Fig. 1: selected gate families
Scale bar: 20 um.
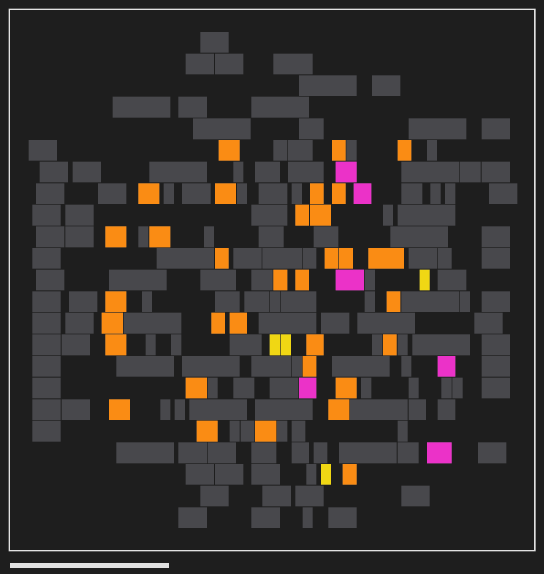
Fig. 2: clock network drawn from the DEF
Scale bar: 20 um.
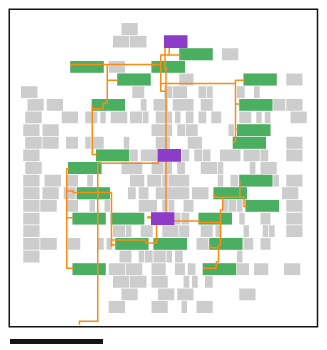
Fig. 3: PDN straps and rails
Pins as bars on the die edge. Tap cells in grey.
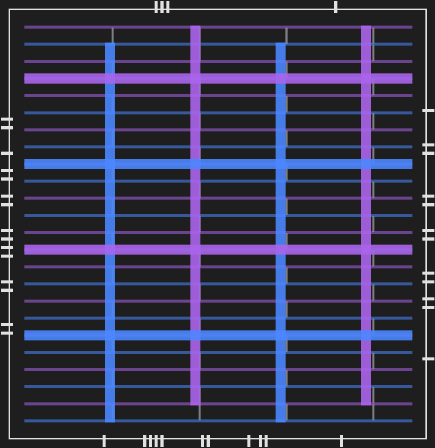
**config.mk**
```make
export PLATFORM = sky130hd
export DESIGN_NAME = alu_arbiter
export DESIGN_NICKNAME = d
export VERILOG_FILES = /design/src/rtl/alu_arbiter.sv
export SDC_FILE = /design/constraint.sdc
export NUM_CORES = 1
export LEC_CHECK = 0
export CELL_PAD_IN_SITES_DETAIL_PLACEMENT = 0
export CELL_PAD_IN_SITES_GLOBAL_PLACEMENT = 1
export CORE_AREA = 2 2 64 66
export DETAILED_ROUTE_END_ITERATION = 10
export DIE_AREA = 0 0 66 68
export GPL_TIMING_DRIVEN = 0
export PLACE_DENSITY = 0.89
export SLEW_MARGIN = 5
export SYNTH_ARGS = -nofsm -noshare
export SYNTH_HDL_FRONTEND = slang
export SYNTH_SLANG_ARGS = --single-unit
export TNS_END_PERCENT = 100
```
**constraint.sdc**
```tcl
create_clock -name clk -period 3.95 [get_ports clk]
set_input_delay 0.79 -clock clk [delete_from_list [all_inputs] [get_ports clk]]
set_output_delay 0.79 -clock clk [all_outputs]
set_load 0.01 [all_outputs]
```
**src/rtl/alu_arbiter.sv**
```systemverilog
// alu_arbiter: two requesters share one ALU. Each operation takes three
// cycles (IDLE -> EXEC -> DONE). The winner's operands are captured when it
// is granted. The result and flags are registered when the operation
// completes.
//
// Arbitration:
//   Macro ALU_ARB_RR_EN defined   : round-robin. On simultaneous requests
//                                   the port that was not granted last wins.
//   Macro ALU_ARB_RR_EN undefined : fixed priority. Port 0 wins.
//
// Ports:
//   clk, reset          clock, synchronous active-high reset
//   req0/a0/b0/op0      requester 0 request, operands, op code
//   req1/a1/b1/op1      requester 1 request, operands, op code
//   gnt0/gnt1           high for the EXEC cycle of the granted port
//   done0/done1         high for the DONE cycle of the owning port
//   result              result of the last completed op (DW bits)
//   ALUFlags            {N,Z,C,V} of the last completed op
//   busy                high whenever the FSM is not in IDLE
module alu_arbiter #(
  parameter int DW = 5
) (
  input  logic          clk,
  input  logic          reset,
  input  logic          req0,
  input  logic [DW-1:0] a0,
  input  logic [DW-1:0] b0,
  input  logic [1:0]    op0,
  input  logic          req1,
  input  logic [DW-1:0] a1,
  input  logic [DW-1:0] b1,
  input  logic [1:0]    op1,
  output logic          gnt0,
  output logic          gnt1,
  output logic          done0,
  output logic          done1,
  output logic [DW-1:0] result,
  output logic [3:0]    ALUFlags,
  output logic          busy
);

  typedef enum logic [1:0] {IDLE, EXEC, DONE} state_t;

  state_t        state_q, state_d;
  logic          owner_q;
  logic [DW-1:0] a_q, b_q;
  logic [1:0]    op_q;
  logic          load;
  logic          win;

`ifdef ALU_ARB_RR_EN
  logic          last_q;   // 1: port 1 was granted last
`endif

  // ALU datapath on the captured operands
  logic [DW-1:0] b_eff;
  logic          cin;
  logic [DW:0]   sum;
  logic [DW-1:0] alu_res;
  logic          alu_c;
  logic          alu_v;

  always_comb begin
    b_eff   = op_q[0] ? ~b_q : b_q;
    cin     = op_q[0];
    sum     = {1'b0, a_q} + {1'b0, b_eff} + {{DW{1'b0}}, cin};
    alu_res = '0;
    alu_c   = 1'b0;
    alu_v   = 1'b0;
    case (op_q)
      2'b00, 2'b01: begin
        alu_res = sum[DW-1:0];
        alu_c   = sum[DW];
        // Overflow: both addends have the same sign and the sum's sign differs.
        alu_v   = (a_q[DW-1] == b_eff[DW-1]) && (sum[DW-1] != a_q[DW-1]);
      end
      2'b10:   alu_res = a_q & b_q;
      default: alu_res = a_q | b_q;
    endcase
  end

  // Winner selection, used only when leaving IDLE
  always_comb begin
`ifdef ALU_ARB_RR_EN
    win = (req0 && req1) ? ~last_q : req1;
`else
    win = ~req0;
`endif
  end

  // Next state and decoded outputs
  always_comb begin
    state_d = state_q;
    load    = 1'b0;
    gnt0    = 1'b0;
    gnt1    = 1'b0;
    done0   = 1'b0;
    done1   = 1'b0;
    case (state_q)
      IDLE: begin
        if (req0 || req1) begin
          load    = 1'b1;
          state_d = EXEC;
        end
      end
      EXEC: begin
        gnt0    = ~owner_q;
        gnt1    = owner_q;
        state_d = DONE;
      end
      DONE: begin
        done0   = ~owner_q;
        done1   = owner_q;
        state_d = IDLE;
      end
      default: state_d = IDLE;
    endcase
    busy = (state_q != IDLE);
  end

  always_ff @(posedge clk) begin
    if (reset) begin
      state_q  <= IDLE;
      owner_q  <= 1'b0;
      a_q      <= '0;
      b_q      <= '0;
      op_q     <= '0;
      result   <= '0;
      ALUFlags <= '0;
`ifdef ALU_ARB_RR_EN
      last_q   <= 1'b1;
`endif
    end else begin
      state_q <= state_d;
      if (load) begin
        owner_q <= win;
        a_q     <= win ? a1  : a0;
        b_q     <= win ? b1  : b0;
        op_q    <= win ? op1 : op0;
`ifdef ALU_ARB_RR_EN
        last_q  <= win;
`endif
      end
      if (state_q == EXEC) begin
        result   <= alu_res;
        ALUFlags <= {alu_res[DW-1], (alu_res == '0), alu_c, alu_v};
      end
    end
  end

endmodule

```
==> GITHUB_STEP_SUMMARY <==
### Metrics collected by this job

| Metric | Value |
|---|---|
| CTS HTree Levels | `1` |
| Max Clk Rate | `around 400 MHz` |
| Max-cap violations | `0` |
| Resize count post-CTS | `0` |
| Critical path data required time | `around 3.2 ns` |
| CP peak stage delay | `0.52 ns` |
| Yosys chip area | `1260 um2` |
| All-Layer GR Usage | `about 12%` |
| Peak VDD IR | `0.138 mV` |
| EDFF count, synth | `0` |
| Setup TNS | `0 ns` |
| CP bufs+invs | `2` |
| Drt first-iter violations | `around 54` |
| Leak | `0.727 nW` |
| Setup CP Type | `flip-flop to output port` |
| Initial antenna violation count | `0` |
| Total die size | `roughly 4500 um2` |
| Part of the power in registers | `between 40% and 50%` |
| Worst Setup End Kind | `output port` |
| Postcts setup bufs | `0` |
| Std cell rows | `23` |
| Longest Clk Path Bufs | `2` |
| Tightest Pin Transition | `about 0.44 ns` |
| Flops after synth | `23` |
| CTS Sinks | `23` |
| Setup crit start | `state_q[0]` |
| # DRC | `0` |
| Core Util, Final | `approximately 46%` |
| CTS root buf | `clkbuf_8` |
| GP Congestion | `0.818` |
| Unrepaired setup endpoints after global routing | `false` |
| Gate power share | `around a third` |
| Crit share post-route | `65.1%` |
| Crit start category | `flip-flop` |
| DR WL/cell | `around 11 um` |
| Grt met1 use | `15.5%` |
| Antenna diodes | `0` |
| Hold Violations, Final | `0` |
| Vias in the first global route | `about 950` |
| Top Usage Layer GRT | `met2` |
| Delay-heaviest family, CP | `buffers and inverters` |
| Cell Area, Synth | `between 1000 and 1500 um2` |
| Slowest-stage cell, CP | `clkdlybuf4s50_1` |
| Fin Hold WS | `roughly 0.46 ns` |
| Hpwl dp | `approximately 2000 um` |
| Critical Path AT | `between 1.5 and 2 ns` |
| # Cells Yosys | `between 100 and 150` |
| Drt first pass iters | `4` |
| Reg2reg end | `ALUFlags[0]` |
| Largest net degree at the start of global routing | `14` |
| Layout cells sized above 1 | `6.91%` |
| Total CTS buffers | `3` |
| Floorplan Nets | `~180` |
| Final antenna-violating net count | `0` |
| Worst Setup EP | `gnt1` |
| Synth Instances | `144` |
| Final min period | `approximately 2.6 ns` |
| Post-Syn Area per Cell | `8.78 um2` |
| Pint | `442 uW` |
| Num ports | `roughly 42` |
| Top Layout Cells | `clkdlybuf4s50_1, dfxtp_1, nor2_1` |
| PwrDens | `364 nW/um2` |
| RR Startpoint | `op_q[0]` |
| NetSw | `204 uW` |
| CTS tree | `done` |
| First-pass GRT wire length | `between 4000 and 5000 um` |
| Syn-to-layout area delta | `40.3%` |
| Run status | `finished clean` |
| Total number of vias | `1,116` |
| Cts hold-fix bufs | `0` |
| Met3 Use GR | `1.64%` |
| Vias per cell | `around 4.7` |
| Ys flop type | `dfxtp_1` |
| Clock-pin slew on the worst setup and hold paths | `about 0.080 ns` |
| Yosys Warn Count | `0` |
| Register-to-register setup slack | `about 1.6 ns` |
About Fig. 1:
| family | colour | cells |
|---|---|---|
| inverters | yellow | 4 |
| inverting AOI/OAI gates | orange | 33 |
| AND and OR gates | magenta | 6 |

About Fig. 2:
[clock wires] orange | length: 309 um
[flip-flops] green | count: 23
[cells driving clock nets] purple | count: 3
routed clock nets: 4
clk_lat worst skew: 0.27 ns
clock skew: 0.00537 ns
power share of the clock group: 23.0%
Clock net power: 149 uW

About Fig. 3:
| net | colour |
|---|---|
| VDD | purple |
| VSS | blue |
tap cells: 50
met4 straps: 4
signal pins: 42
overall die width: 66 um
die height: 68 um

-- layout make-up --
cell class                 count  area (um2)  area share [%]
multi-input combinational    106         736            41.5
sequential                    23         460            26.0
timing repair buffer          40         400            22.6
tap                           50        62.6            3.53
buffer                        11        52.6            2.96
clock buffer                   3        41.3            2.33
inverter                       4        15.0           0.847
clock inverter                 1        5.00           0.282
-- metal layers --
layer / routed length, um / up-vias
met5: 0 / -
met4: 65 / 0
met3: 120 / 5
met2: 1180 / 38
met1: 1190 / 476
li1: - / 597
-- cells in the mapped netlist, types with 2 or more instances --
master	instances	share of area, %
a211oi_1	15	8.9
o21ai_1	3	1.2
nand2_1	9	2.7
xnor2_1	2	1.4
xor2_1	6	4.2
buf_4	2	1.2
a21oi_1	9	3.6
buf_2	3	1.2
ha_1	4	4.0
maj3_1	2	1.6
inv_1	3	0.89
o21ai_0	3	1.2
mux2i_1	14	11
dfxtp_1	23	36
nor2_1	19	5.6
clkbuf_1	6	1.8
-- per-stage QoR --
step	cell area, um2	cells	worst slack [ns]
after global placement	1730	234	1.68
final	1770	238	1.38
after floorplan	1260	144	1.84
after CTS	1770	238	1.35
after global routing	1770	238	1.27
after detailed placement	1730	234	1.65
-- sequential cells by signal, indices dropped and copies added, names as in the netlist --
signal,cells
a_q,5
b_q,5
result,5
ALUFlags,3
op_q,2
state_q,2
owner_q,1
-- kinds of logic (layout without fill, tap and decap cells) --
| kind of cell | after synthesis | count (layout) | synth area share, % |
|---|---|---|---|
| AND-OR/OR-AND | 36 | 36 | 18.8 |
| XOR/XNOR | 8 | 8 | 5.54 |
| adder cells (fa/ha/maj) | 8 | 8 | 8.02 |
| buffers and inverters | 15 | 59 | 5.35 |
| flip-flops | 23 | 23 | 36.4 |
| multiplexers | 14 | 14 | 11.1 |
| AND/OR/NAND/NOR | 40 | 40 | 14.8 |
-- power by group through the flow --
stage	combinational, mW	clock, mW	sequential (mW)
2_1_floorplan	0.144	0	0.281
3_3_place_gp	0.219	0	0.281
3_5_place_dp	0.222	0	0.282
4_1_cts	0.224	0.151	0.277
5_1_grt	0.248	0.165	0.280
6_report	0.221	0.149	0.276
-- how the worst min path moves through the flow --
stage | from | endpoint | slack, ns | cells past startpoint
4_1_cts | result[0] | result[0] | 0.46 | 2
6_report | ALUFlags[1] | ALUFlags[1] | 0.46 | 2
2_1_floorplan | ALUFlags[0] | ALUFlags[0] | 0.48 | 2
3_3_place_gp | ALUFlags[0] | ALUFlags[0] | 0.44 | 2
3_5_place_dp | result[0] | result[0] | 0.45 | 2
5_1_grt | ALUFlags[1] | ALUFlags[1] | 0.48 | 2
-- tightest hold or removal path, delay by kind of cell, from the launching register on --
kind / cells / cell delay (ns)
DFF: 1 / 0.31
and+or+nand+nor: 1 / 0.05
AOI/OAI and AO/OA: 1 / 0.05
No activity file was given, so power comes from the tool's default toggle rates.
